Cell placement:
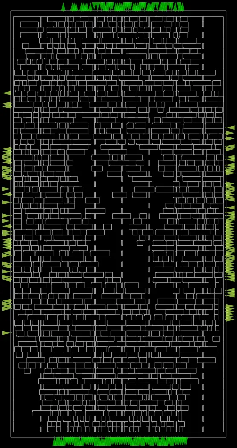
Wires at chosen ports, followed through buffers:
Drawn at 1.5 px/µm.
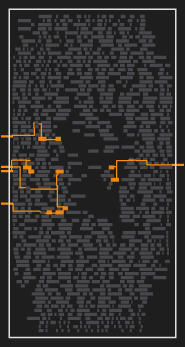
Logic cells by family:
Drawn at 3 px/µm.
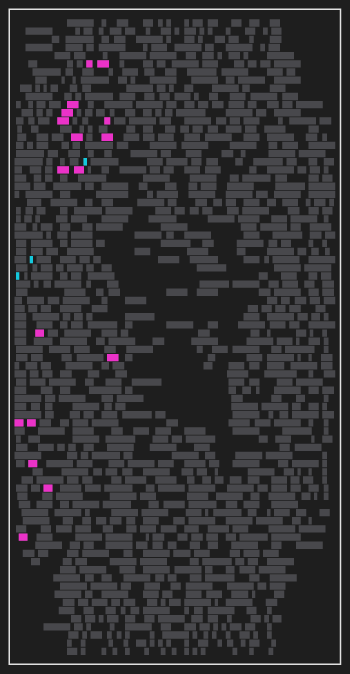
File: config.mk
export PLATFORM = sky130hd
export DESIGN_NAME = ex_mem_pipe_reg
export DESIGN_NICKNAME = d
export VERILOG_FILES = /design/src/rtl/ex_mem_pkg.sv /design/src/rtl/pipe_skid_buf.sv /design/src/rtl/ex_mem_pipe_reg.sv
export SDC_FILE = /design/constraint.sdc
export NUM_CORES = 1
export LEC_CHECK = 0
export CELL_PAD_IN_SITES_DETAIL_PLACEMENT = 1
export CELL_PAD_IN_SITES_GLOBAL_PLACEMENT = 1
export CORE_ASPECT_RATIO = 2
export CORE_UTILIZATION = 35
export CTS_CLUSTER_DIAMETER = 100
export DETAILED_ROUTE_END_ITERATION = 6
export MAX_ROUTING_LAYER = met4
export PLACE_DENSITY = 0.8
export SYNTH_ARGS = -nofsm -noshare
export SYNTH_HDL_FRONTEND = slang
export SYNTH_SLANG_ARGS = --single-unit
File: constraint.sdc
create_clock -name clk -period 1.65 [get_ports clk]
set_clock_uncertainty 0.2 [all_clocks]
set_input_delay 0.33 -clock clk [delete_from_list [all_inputs] [get_ports clk]]
set_output_delay 0.33 -clock clk [all_outputs]
set_load 0.02 [all_outputs]
File: src/rtl/ex_mem_pkg.sv
// EX/MEM stage shared definitions: control bundle layout,
// byte-width selects and the default-width payload record.
package ex_mem_pkg;

    localparam int XLEN_DEF = 32;
    localparam int RD_W_DEF = 5;
    localparam int CTRL_W   = 6;

    localparam int CTRL_REGWRITE = 5;
    localparam int CTRL_MEMREAD  = 4;
    localparam int CTRL_MEMWRITE = 3;
    localparam int CTRL_MEMTOREG = 2;
    localparam int CTRL_IOREAD   = 1;
    localparam int CTRL_IOWRITE  = 0;

    localparam logic [1:0] BW_BYTE = 2'b00;
    localparam logic [1:0] BW_HALF = 2'b01;
    localparam logic [1:0] BW_WORD = 2'b10;

    typedef struct packed {
        logic [CTRL_W-1:0]   ctrl;
        logic [XLEN_DEF-1:0] alu;
        logic [XLEN_DEF-1:0] rs2;
        logic [RD_W_DEF-1:0] rd;
        logic [1:0]          bw;
    } ex_mem_payload_t;

    function automatic logic [CTRL_W-1:0] gate_ctrl(
        input logic              v,
        input logic [CTRL_W-1:0] c
    );
        return v ? c : '0;
    endfunction

endpackage

File: src/rtl/pipe_skid_buf.sv
// Two-entry elastic buffer: head register plus one overflow
// slot, with ready registered off the overflow occupancy.
module pipe_skid_buf #(
    parameter int WIDTH = 8
) (
    input  logic             clk_i,
    input  logic             rst_ni,
    input  logic             flush_i,
    input  logic             in_valid_i,
    output logic             in_ready_o,
    input  logic [WIDTH-1:0] in_data_i,
    output logic             out_valid_o,
    input  logic             out_ready_i,
    output logic [WIDTH-1:0] out_data_o
);

    logic [WIDTH-1:0] main_q, main_d;
    logic [WIDTH-1:0] skid_q, skid_d;
    logic             main_v_q, main_v_d;
    logic             skid_v_q, skid_v_d;
    logic             in_xfer;
    logic             out_xfer;

    assign in_xfer  = in_valid_i & ~skid_v_q;
    assign out_xfer = main_v_q & out_ready_i;

    always_comb begin
        main_d   = main_q;
        skid_d   = skid_q;
        main_v_d = main_v_q;
        skid_v_d = skid_v_q;
        if (flush_i) begin
            main_v_d = 1'b0;
            skid_v_d = 1'b0;
        end else if (out_xfer) begin
            // ready is low while skid holds data, so no input here
            if (skid_v_q) begin
                main_d   = skid_q;
                main_v_d = 1'b1;
                skid_v_d = 1'b0;
            end else begin
                main_v_d = in_xfer;
                if (in_xfer) begin
                    main_d = in_data_i;
                end
            end
        end else if (in_xfer) begin
            if (main_v_q) begin
                skid_d   = in_data_i;
                skid_v_d = 1'b1;
            end else begin
                main_d   = in_data_i;
                main_v_d = 1'b1;
            end
        end
    end

    always_ff @(posedge clk_i or negedge rst_ni) begin
        if (!rst_ni) begin
            main_q   <= '0;
            skid_q   <= '0;
            main_v_q <= 1'b0;
            skid_v_q <= 1'b0;
        end else begin
            main_q   <= main_d;
            skid_q   <= skid_d;
            main_v_q <= main_v_d;
            skid_v_q <= skid_v_d;
        end
    end

    assign in_ready_o  = ~skid_v_q;
    assign out_valid_o = main_v_q;
    assign out_data_o  = main_q;

endmodule

File: src/rtl/ex_mem_pipe_reg.sv
// Elastic EX/MEM register with flush, bubble ctrl gating,
// a forwarding tap and a saturating stall counter.
module ex_mem_pipe_reg #(
    parameter int XLEN   = 32,
    parameter int RD_W   = 5,
    parameter int CTRL_W = 6,
    parameter int SKID   = 1,
    parameter int CNT_W  = 16
) (
    input  logic              clk,
    input  logic              rst_n,
    input  logic              in_valid,
    output logic              in_ready,
    input  logic [CTRL_W-1:0] in_ctrl,
    input  logic [XLEN-1:0]   in_alu,
    input  logic [XLEN-1:0]   in_rs2,
    input  logic [RD_W-1:0]   in_rd,
    input  logic [1:0]        in_bw,
    input  logic              flush,
    output logic              out_valid,
    input  logic              out_ready,
    output logic [CTRL_W-1:0] out_ctrl,
    output logic [XLEN-1:0]   out_alu,
    output logic [XLEN-1:0]   out_rs2,
    output logic [RD_W-1:0]   out_rd,
    output logic [1:0]        out_bw,
    output logic              fwd_valid,
    output logic [RD_W-1:0]   fwd_rd,
    output logic [XLEN-1:0]   fwd_data,
    output logic [CNT_W-1:0]  stall_cnt
);
    import ex_mem_pkg::*;

    typedef struct packed {
        logic [CTRL_W-1:0] ctrl;
        logic [XLEN-1:0]   alu;
        logic [XLEN-1:0]   rs2;
        logic [RD_W-1:0]   rd;
        logic [1:0]        bw;
    } pl_t;

    localparam int PW = $bits(pl_t);

    pl_t              in_pl;
    pl_t              head;
    logic [PW-1:0]    head_raw;
    logic             head_v;
    logic [CNT_W-1:0] stall_q, stall_d;

    assign in_pl.ctrl = in_ctrl;
    assign in_pl.alu  = in_alu;
    assign in_pl.rs2  = in_rs2;
    assign in_pl.rd   = in_rd;
    assign in_pl.bw   = in_bw;

    if (SKID != 0) begin : g_skid
        pipe_skid_buf #(
            .WIDTH(PW)
        ) u_buf (
            .clk_i      (clk),
            .rst_ni     (rst_n),
            .flush_i    (flush),
            .in_valid_i (in_valid),
            .in_ready_o (in_ready),
            .in_data_i  (in_pl),
            .out_valid_o(head_v),
            .out_ready_i(out_ready),
            .out_data_o (head_raw)
        );
    end else begin : g_single
        pl_t  main_q, main_d;
        logic v_q, v_d;
        logic in_xfer;

        // combinational ready: accept when head drains or is empty
        assign in_ready = out_ready | ~v_q;
        assign in_xfer  = in_valid & in_ready;

        always_comb begin
            main_d = main_q;
            v_d    = v_q;
            if (flush) begin
                v_d = 1'b0;
            end else if (in_xfer) begin
                main_d = in_pl;
                v_d    = 1'b1;
            end else if (v_q & out_ready) begin
                v_d = 1'b0;
            end
        end

        always_ff @(posedge clk or negedge rst_n) begin
            if (!rst_n) begin
                main_q <= '0;
                v_q    <= 1'b0;
            end else begin
                main_q <= main_d;
                v_q    <= v_d;
            end
        end

        assign head_v   = v_q;
        assign head_raw = main_q;
    end

    assign head = pl_t'(head_raw);

    always_comb begin
        stall_d = stall_q;
        if (head_v && !out_ready && (stall_q != {CNT_W{1'b1}})) begin
            stall_d = stall_q + CNT_W'(1);
        end
    end

    always_ff @(posedge clk or negedge rst_n) begin
        if (!rst_n) begin
            stall_q <= '0;
        end else begin
            stall_q <= stall_d;
        end
    end

    // bubbles never carry control bits
    assign out_valid = head_v;
    assign out_ctrl  = head_v ? head.ctrl : '0;
    assign out_alu   = head.alu;
    assign out_rs2   = head.rs2;
    assign out_rd    = head.rd;
    assign out_bw    = head.bw;
    assign stall_cnt = stall_q;

    assign fwd_valid = head_v & out_ctrl[CTRL_REGWRITE] & (head.rd != '0);
    assign fwd_rd    = head.rd;
    assign fwd_data  = head.alu;

endmodule

==> Slide: Implementation Results <==
Key Metrics from the Run

Run status
  • Status: complete, but fails checks
  • Violated checks: setup timing

Detailed routing
  • Antenna Violating Nets Remaining: 0
  • DR iter-0 viols: about 200
  • DRC errors left: 0
  • Vias post-DR: 6224
  • Avg Vias per Cell: 5.044
  • Drt first pass iters: 4
  • Routed wire per std cell: approximately 23 µm

Cells and area
  • Seq. cell area: 4332 µm²
  • Inverters: 3
  • Design Area, Final: ~13000 µm²

Global routing
  • Initial antenna violation count: 1

STA
  • # setup viols final: about 180
  • Setup TNS: -54590 ps
  • Smallest setup slack after layout: -624.2 ps
  • Hold WS: roughly 85 ps

Power and ir drop
  • Max VDD drop: roughly 0.88 mV

Critical path
  • WP data arrival: around 1700 ps
  • CP Capture Type: output port

Synthesis
  • Fraction of registers with async set/reset: 100.0%
  • Mapped Cells: 701
  • Yosys reg bits: ~170

Floorplan
  • Die area: between 20000 and 25000 µm²

Hold path
  • Class of the worst hold path: input pin to asynchronous set/reset pin

Place
  • Post-Place Setup Slack: -628.7 ps
  • Final Wtd Congestion: ~0.75

Clock tree
  • H-tree depth: 4
Notes on 'cell placement' above:
fin util: 57.60%
Finished Layout Cells: 1234

Notes on 'wires at chosen ports, followed through buffers' above:
port	color	bits	direction	end cells	buffers	wire
in_rd	orange	5	input	10	5	254 µm
IO buf count: 214
num ports: 215

Notes on 'logic cells by family' above:
family	color	cells	most used
inverters	cyan	3	inv_1
AND and OR gates	magenta	17	and2_4

[kinds of logic after synthesis]
kind of cell             synth area share (%)
flip-flops                              52.79
multiplexers                            20.50
buffers and inverters                   12.71
AND/OR/NAND/NOR                         6.951
AND-OR/OR-AND                           6.046
XOR/XNOR                               0.8593
adder cells (fa/ha/maj)                0.1534
[metal layers]
layer	part of all wire [%]	GRT usage (%)	up-vias
li1	-	-	2785
met1	36	25.16	3220
met2	58	42.90	160
met3	2.5	3.019	59
met4	3.7	11.73	0
met5	0	-	-
[critical path, cell delays in order, from the launching register on]
cell     delay (ps)
dfrtp_1         400
or4_4           550
o21a_2          200
buf_2           150
[final timing paths]
path	endpoint	startpoint	cells past startpoint
min in group clk	stall_cnt[11]$_DFFE_PN0P_	stall_cnt[11]$_DFFE_PN0P_	1
hold / removal	g_skid.u_buf.out_data_o[29]$_DFFE_PN0P_	rst_n	2
max in group asynchronous	g_skid.u_buf.out_data_o[46]$_DFFE_PN0P_	rst_n	3
hold reg to reg	stall_cnt[11]$_DFFE_PN0P_	stall_cnt[11]$_DFFE_PN0P_	1
setup / recovery	fwd_valid	g_skid.u_buf.out_data_o[2]$_DFFE_PN0P_	3
setup reg to reg	g_skid.u_buf.out_data_o[32]$_DFFE_PN0P_	g_skid.u_buf.out_valid_o$_DFFE_PN0P_	11
[timing repair]
item | 4_1_cts | 5_1_grt
endpoints found under the setup margin | 293 | 221
buffers inserted | 45 | 31
endpoints found under the hold margin | 172 | 0
pin swaps | 2 | 18
hold buffers | 1 | 0
resized | 697 | 274
gates cloned | 26 | 5
[power by group]
part           switching (µW)  internal, µW
registers                 847          5180
clock network            1810          2430
logic                    2290          2690
Power figures rest on the tool's default switching activity, not on a simulated workload.
